==> run_1/ff_map.png <==
Scale bar: 20 um.
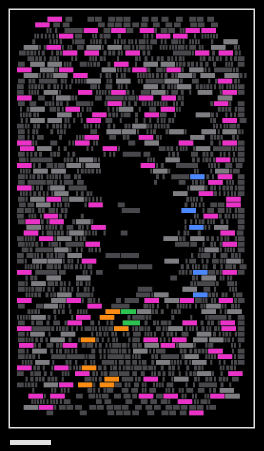
==> run_1/closeup.png <==
Window x 73 to 103, y 35 to 65 um. Cells in grey, sequential cells in the stronger grey; small squares are vias.
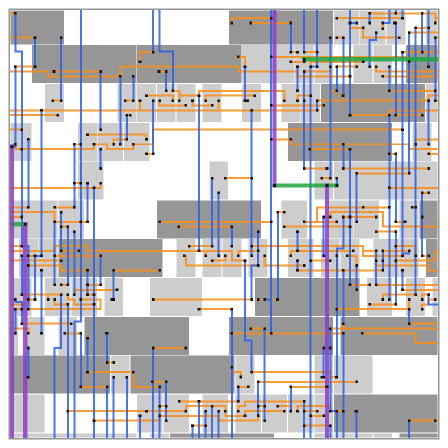
==> run_1/clock_wires.png <==
Scale bar: 20 um.
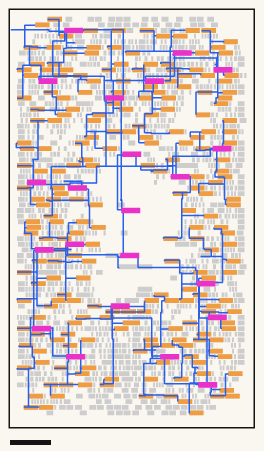
$ cat config.mk
export PLATFORM = sky130hd
export DESIGN_NAME = pipe_stage_rv
export DESIGN_NICKNAME = d
export VERILOG_FILES = /design/src/rtl/pipe_stage_rv.sv
export SDC_FILE = /design/constraint.sdc
export NUM_CORES = 1
export LEC_CHECK = 0
export ABC_AREA = 1
export CORE_ASPECT_RATIO = 1.75
export CORE_MARGIN = 3
export CORE_UTILIZATION = 45
export CTS_CLUSTER_DIAMETER = 120
export DETAILED_ROUTE_END_ITERATION = 10
export PLACE_DENSITY = 0.77
export SLEW_MARGIN = 20
export SYNTH_ARGS = -nofsm -noshare
export SYNTH_HDL_FRONTEND = slang
export SYNTH_SLANG_ARGS = --single-unit
export TNS_END_PERCENT = 30
$ cat constraint.sdc
create_clock -name clk -period 2.5 [get_ports clk]
set_clock_uncertainty 0.2 [all_clocks]
set_input_delay 0.25 -clock clk [delete_from_list [all_inputs] [get_ports clk]]
set_output_delay 0.25 -clock clk [all_outputs]
set_load 0.01 [all_outputs]
$ cat src/rtl/pipe_stage_rv.sv
// Elastic pipeline register stage: valid/ready handshake, optional 2-entry skid
// buffer, synchronous flush with a saturating drop counter, control bits zeroed on bubbles.
module pipe_stage_rv #(
  parameter int DATA_W = 102,
  parameter int CTRL_W = 5,
  parameter int SKID   = 1,
  parameter int CNT_W  = 8
) (
  input  logic              clk,
  input  logic              rst,
  input  logic              in_valid,
  output logic              in_ready,
  input  logic [CTRL_W-1:0] in_ctrl,
  input  logic [DATA_W-1:0] in_data,
  input  logic              flush,
  output logic              out_valid,
  input  logic              out_ready,
  output logic [CTRL_W-1:0] out_ctrl,
  output logic [DATA_W-1:0] out_data,
  output logic [1:0]        occupancy,
  output logic [CNT_W-1:0]  flush_drop_cnt
);

  // Handshake: a beat moves on a side when valid and ready are both high at a
  // rising edge; a held beat (valid & !ready) keeps valid and payload stable.

  // State encoding equals the number of held beats, so occupancy doubles as
  // the observable FSM state.
  typedef enum logic [1:0] {
    ST_EMPTY = 2'd0,
    ST_ONE   = 2'd1,
    ST_TWO   = 2'd2
  } state_e;

  localparam logic [CNT_W:0] CNT_MAX = {1'b0, {CNT_W{1'b1}}};

  state_e            state_q, state_d;
  logic [CTRL_W-1:0] main_ctrl_q, main_ctrl_d;
  logic [DATA_W-1:0] main_data_q, main_data_d;
  logic [CTRL_W-1:0] skid_ctrl_q, skid_ctrl_d;
  logic [DATA_W-1:0] skid_data_q, skid_data_d;
  logic [CNT_W-1:0]  cnt_q, cnt_d;

  logic              accept;
  logic              drain;
  logic [1:0]        occ;
  logic [1:0]        drop;
  logic [CNT_W:0]    cnt_sum;

  assign occ       = state_q;
  assign out_valid = (state_q != ST_EMPTY);
  assign accept    = in_valid & in_ready;
  assign drain     = out_valid & out_ready;

  // Beats lost to a flush: everything held except a beat leaving this cycle,
  // plus a beat arriving this cycle. Never exceeds 2.
  assign drop    = occ - {1'b0, drain} + {1'b0, accept};
  assign cnt_sum = {1'b0, cnt_q} + {{(CNT_W - 1){1'b0}}, drop};

  always_comb begin
    state_d     = state_q;
    main_ctrl_d = main_ctrl_q;
    main_data_d = main_data_q;
    skid_ctrl_d = skid_ctrl_q;
    skid_data_d = skid_data_q;
    cnt_d       = cnt_q;
    if (flush) begin
      state_d = ST_EMPTY;
      cnt_d   = (cnt_sum > CNT_MAX) ? CNT_MAX[CNT_W-1:0] : cnt_sum[CNT_W-1:0];
    end else begin
      case (state_q)
        ST_EMPTY: begin
          if (accept) begin
            state_d     = ST_ONE;
            main_ctrl_d = in_ctrl;
            main_data_d = in_data;
          end
        end
        ST_ONE: begin
          if (accept && drain) begin
            main_ctrl_d = in_ctrl;
            main_data_d = in_data;
          end else if (accept && (SKID != 0)) begin
            state_d     = ST_TWO;
            skid_ctrl_d = in_ctrl;
            skid_data_d = in_data;
          end else if (drain) begin
            state_d = ST_EMPTY;
          end
        end
        ST_TWO: begin
          if (drain) begin
            state_d     = ST_ONE;
            main_ctrl_d = skid_ctrl_q;
            main_data_d = skid_data_q;
          end
        end
        default: state_d = ST_EMPTY;
      endcase
    end
  end

  always_ff @(posedge clk) begin
    if (rst) begin
      state_q     <= ST_EMPTY;
      main_ctrl_q <= '0;
      main_data_q <= '0;
      skid_ctrl_q <= '0;
      skid_data_q <= '0;
      cnt_q       <= '0;
    end else begin
      state_q     <= state_d;
      main_ctrl_q <= main_ctrl_d;
      main_data_q <= main_data_d;
      skid_ctrl_q <= skid_ctrl_d;
      skid_data_q <= skid_data_d;
      cnt_q       <= cnt_d;
    end
  end

  generate
    if (SKID != 0) begin : g_skid
      // Registered ready breaks the out_ready -> in_ready path; the skid entry
      // absorbs the beat that arrives while ready is still catching up.
      logic in_ready_q;
      always_ff @(posedge clk) begin
        if (rst) begin
          in_ready_q <= 1'b1;
        end else begin
          in_ready_q <= (state_d != ST_TWO);
        end
      end
      assign in_ready = in_ready_q;
    end else begin : g_noskid
      assign in_ready = !out_valid | out_ready;
    end
  endgenerate

  assign out_ctrl       = out_valid ? main_ctrl_q : '0;
  assign out_data       = main_data_q;
  assign occupancy      = occ;
  assign flush_drop_cnt = cnt_q;

endmodule

==> impl_metrics.env, run 1 <==
# implementation run metrics
export IMPL_setup_slack_ps=6.19
export IMPL_coreArea_um2=21500
export IMPL_slowest_stage="fa_2"
export IMPL_syn_area_um2=9850
export IMPL_crit_start="occupancy[1]"
export IMPL_netlist_cell_type_count=25
export IMPL_status="completed"
export IMPL_ys_sh_mux_pct=0.102
export IMPL_dp_cells=1943
export IMPL_initCoreUtil_pct=45.8
export IMPL_cts_tree="done"
export IMPL_hold_viol_final=0
export IMPL_grt_pass1_wl_mm=41.4
export IMPL_fin_crit_ps=2490
export IMPL_rows=71
export IMPL_setup_violations=0
export IMPL_warning_count=32
export IMPL_wl_met3_mm=1.23
export IMPL_synthCells=1491
export IMPL_p_total_mw=8.51
export IMPL_wl_per_cell_um=12.6
export IMPL_cp_data_required_time_ps=2750
export IMPL_max_stage_delay_ps=410
export IMPL_route_antenna_remaining_nets=0
export IMPL_final_cell_mix="nand2_1 (346), inv_1 (231), clkdlybuf4s50_1 (230), nor2_1 (226), dfxtp_1 (223)"
export IMPL_fin_util_pct=61.8
export IMPL_drt_iter0_drc=593
export IMPL_io_buffers=230
export IMPL_startpoint_type="flip-flop"
export IMPL_clockBufferDepth=3
export IMPL_cts_hold_fix_buffers=0
export IMPL_met1_length_mm=9.94
export IMPL_dieArea_um2=23800
export IMPL_ys_sh_simple_pct=23.0
export IMPL_avgSynthCellArea_um2=6.60
export IMPL_drc=0
Notes on ff_map.png above:
name in the netlist	colour	placed flops
`flush_drop_cnt`	orange	8
`main_ctrl_q`	blue	5
`occupancy`	green	2
`out_data`	magenta	102
not coloured	108

Notes on closeup.png above:
layer	colour
M3	green
M4	purple
M2	blue
M1	orange
netlist names of flops here include	`skid_data_q` (8), `out_data` (5)
most frequent	dfxtp_1 (15), nor2_1 (13), nand2_1 (13)
sequential cells in the window	15
cells with their middle in the window	79

Notes on clock_wires.png above:
[clock wires] blue | length: 2840 um
[flip-flops] orange | count: 225
[clock-net drivers] magenta | count: 22
routed clock nets	23
flops lie	spread over the die

==> run 1: critical path: cells and delay by family, from the launching register on <==
kind	cells	cell delay, ps
and+or+nand+nor	6	580
AOI/OAI and AO/OA	1	130
adders and majority gates	2	590
DFF	1	360
xor gates and xnor gates	2	350
buffers and inverters	4	230
==> run 1: report_power, final <==
part / switching [mW] / total (mW) / internal, mW
logic: 0.562 / 1.15 / 0.587
registers: 0.0826 / 3.82 / 3.74
clock network: 1.39 / 3.53 / 2.14
total: 2.04 / 8.51 / 6.47
==> run 1: routing by layer <==
layer / vias to the layer above / GRT usage, %
met5: - / 0
met4: 0 / 9.43
met3: 69 / 3.46
met2: 221 / 38.0
met1: 4177 / 22.2
li1: 4933 / -
==> run 1: synthesized netlist by cell type <==
cell	n	area (um2)
nand2_1	352	1320
inv_1	235	882
nor2_1	227	852
dfxtp_1	225	4500
o21ai_0	185	926
a21oi_1	111	556
buf_2	52	260
clkbuf_1	38	143
o21ai_1	33	165
nand3_1	12	60.1
ha_1	3	37.5
nand4_1	3	18.8
buf_4	2	15.0
o211ai_1	2	15.0
a31oi_1	1	6.26
buf_1	1	3.75
clkbuf_2	1	5.00
fa_1	1	20.0
inv_2	1	3.75
mux2i_1	1	10.0
nand3_2	1	10.0
nand3b_1	1	7.51
o21bai_1	1	7.51
xnor2_1	1	8.76
xor2_1	1	8.76
==> run 1: layout make-up <==
cell class / count / area [um2] / area share, %
Antenna cell: 1 / 2.50 / 0.0188
Clock buffer: 32 / 659 / 4.97
Tap cell: 292 / 365 / 2.75
Clock inverter: 8 / 115 / 0.867
Multi-Input combinational cell: 936 / 4120 / 31.0
Inverter: 236 / 893 / 6.73
Timing Repair Buffer: 257 / 2620 / 19.7
Sequential cell: 225 / 4510 / 34.0
==> run 2: changes to the inputs <==
Settings changed: CORE_UTILIZATION 45 to 54, PLACE_DENSITY 0.77 to 0.87.
Clock period 2.5 ns to 3 ns, I/O delays scaled along.
==> run 2 against run 1 <==
Final cell count fell by 3.4%. Critical path depth rose by 1. Highest routed layer unchanged. Non-clock buffer count did not move. Synthesized cell count did not move. Global-route usage rose by 4.2 points. Sequential share of layout area rose by 0.59 points. Critical path type unchanged. Core utilization rose by 12 points. Routed wire length barely moved. First-iteration DRC count fell by 7.3%. Sequential cell count did not move. Power fell by 21%.
==> impl_metrics.env, run 2 <==
# implementation run metrics
export IMPL_ys_sh_mux_pct=0.102
export IMPL_max_stage_delay_ps=460
export IMPL_rows=64
export IMPL_drc=0
export IMPL_fin_util_pct=73.7
export IMPL_syn_to_final_growth_pct=32.4
export IMPL_synthTopCellsByCount="nand2_1 (352), inv_1 (235), nor2_1 (227)"
export IMPL_grt_pass1_wl_mm=40.9
export IMPL_coreArea_um2=17700
export IMPL_setup_violations=0
export IMPL_cts_tree="done"
export IMPL_avgSynthCellArea_um2=6.60
export IMPL_dieArea_um2=20000
export IMPL_final_cell_mix="nand2_1 (350), inv_1 (234), clkdlybuf4s50_1 (230), nor2_1 (226), dfxtp_1 (224)"
export IMPL_status="completed"
export IMPL_drt_iter0_drc=550
export IMPL_fin_crit_ps=2840
export IMPL_insertedDiodeCount=0
export IMPL_warning_count=30
export IMPL_startpoint_type="flip-flop"
export IMPL_netlist_cell_type_count=25
export IMPL_io_buffers=230
export IMPL_hold_viol_final=0
export IMPL_seq_area_um2=4510
export IMPL_post_synth_top_count_cell="nand2_1"
export IMPL_top_area_share_pct=45.7
export IMPL_synthCells=1491
export IMPL_synth_largest_area_cell="dfxtp_1"
export IMPL_top_cells_by_area="dfxtp_1 (46%), nand2_1 (13%), o21ai_0 (9.4%)"
export IMPL_wl_per_cell_um=13.1
export IMPL_syn_area_um2=9850
export IMPL_logic_area_um2=4060
export IMPL_clockBufferDepth=3
export IMPL_initCoreUtil_pct=55.6
export IMPL_route_antenna_remaining_nets=0
export IMPL_n_fill_cell=1392
## run 2: cell counts after synthesis
No cell type changed its count.
## run 2: stage by stage
step                cell area [um2]  setup WS [ps]  std cells  power, mW
finish                        13000            158       1920       6.74
global route                  13000          -49.6       1920       7.02
CTS                           13000           68.0       1919       6.80
detailed placement            12400          -63.1       1884       4.21
floorplan                      9850            242       1491       3.71
global placement              12400          -7.66       1884       4.18
## run 2: final timing paths
check            startpoint           endpoint  slack (ps)  cells past startpoint
max            occupancy[0]  flush_drop_cnt[2]         160                     16
min          skid_data_q[6]     skid_data_q[6]         240                      2
max reg2reg    occupancy[0]  flush_drop_cnt[2]         160                     16
min reg2reg  skid_data_q[6]     skid_data_q[6]         240                      2
## run 2: report_power, final
part	switching (mW)	internal, mW	total [mW]
logic	0.471	0.491	0.962
clock network	1.12	1.47	2.59
registers	0.0698	3.12	3.19
total	1.66	5.08	6.74
## run 2: per-layer routing
layer  GRT usage [%]  wire, um  vias to the layer above
li1                -         -                     4913
met1            26.1      9250                     4321
met2            47.6     13400                      286
met3            4.03      1430                       65
met4            9.15       981                        0
met5               0         0                        -
## run 2: cell type report
cell class | instances | share of cell area (%)
clock buffer | 27 | 4.51
clock inverter | 8 | 0.585
inverter | 236 | 6.83
multi-input combinational | 936 | 31.1
sequential | 225 | 34.6
tap | 231 | 2.22
timing repair buffer | 257 | 20.2
## run 2: worst max-delay path, delay by kind of cell, from the launching register on
kind | cells | cell delay, ps
AOI/OAI and AO/OA | 3 | 340
xor gates and xnor gates | 2 | 380
adders and majority gates | 2 | 650
buffers and inverters | 5 | 500
DFF | 1 | 360
and+or+nand+nor | 4 | 350
## run 2: timing repair
action | 4_1_cts | 5_1_grt
resized | 0 | 3
setup endpoints to repair | 0 | 7
hold buffers | 0 | 0
buffers inserted | 0 | 1
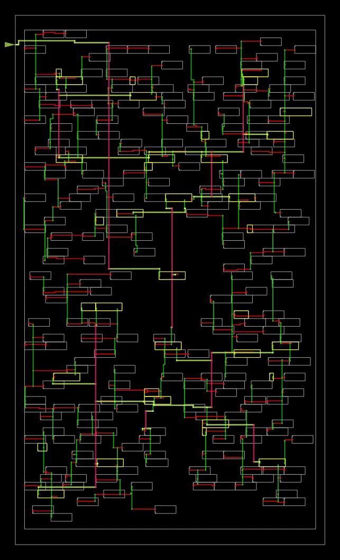
(run_2/clock_nets.png)
Num CTS Buffers: 21
Clock Latency Late Sink: 480 ps
P_clk: 2.59 mW
CTS sink cnt: 225

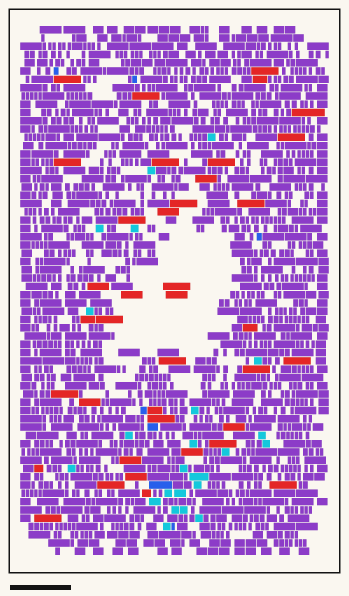
(run_2/sizing.png)
Scale bar: 20 um.
size	colour	cells
x3 and x4	cyan	23
x1 and smaller	purple	1621
x2	blue	7
x6 and larger	red	38
final worst slack: 158 ps
Finished Cell Area: 13000 um2

Power is estimated from default activity; no workload was simulated.
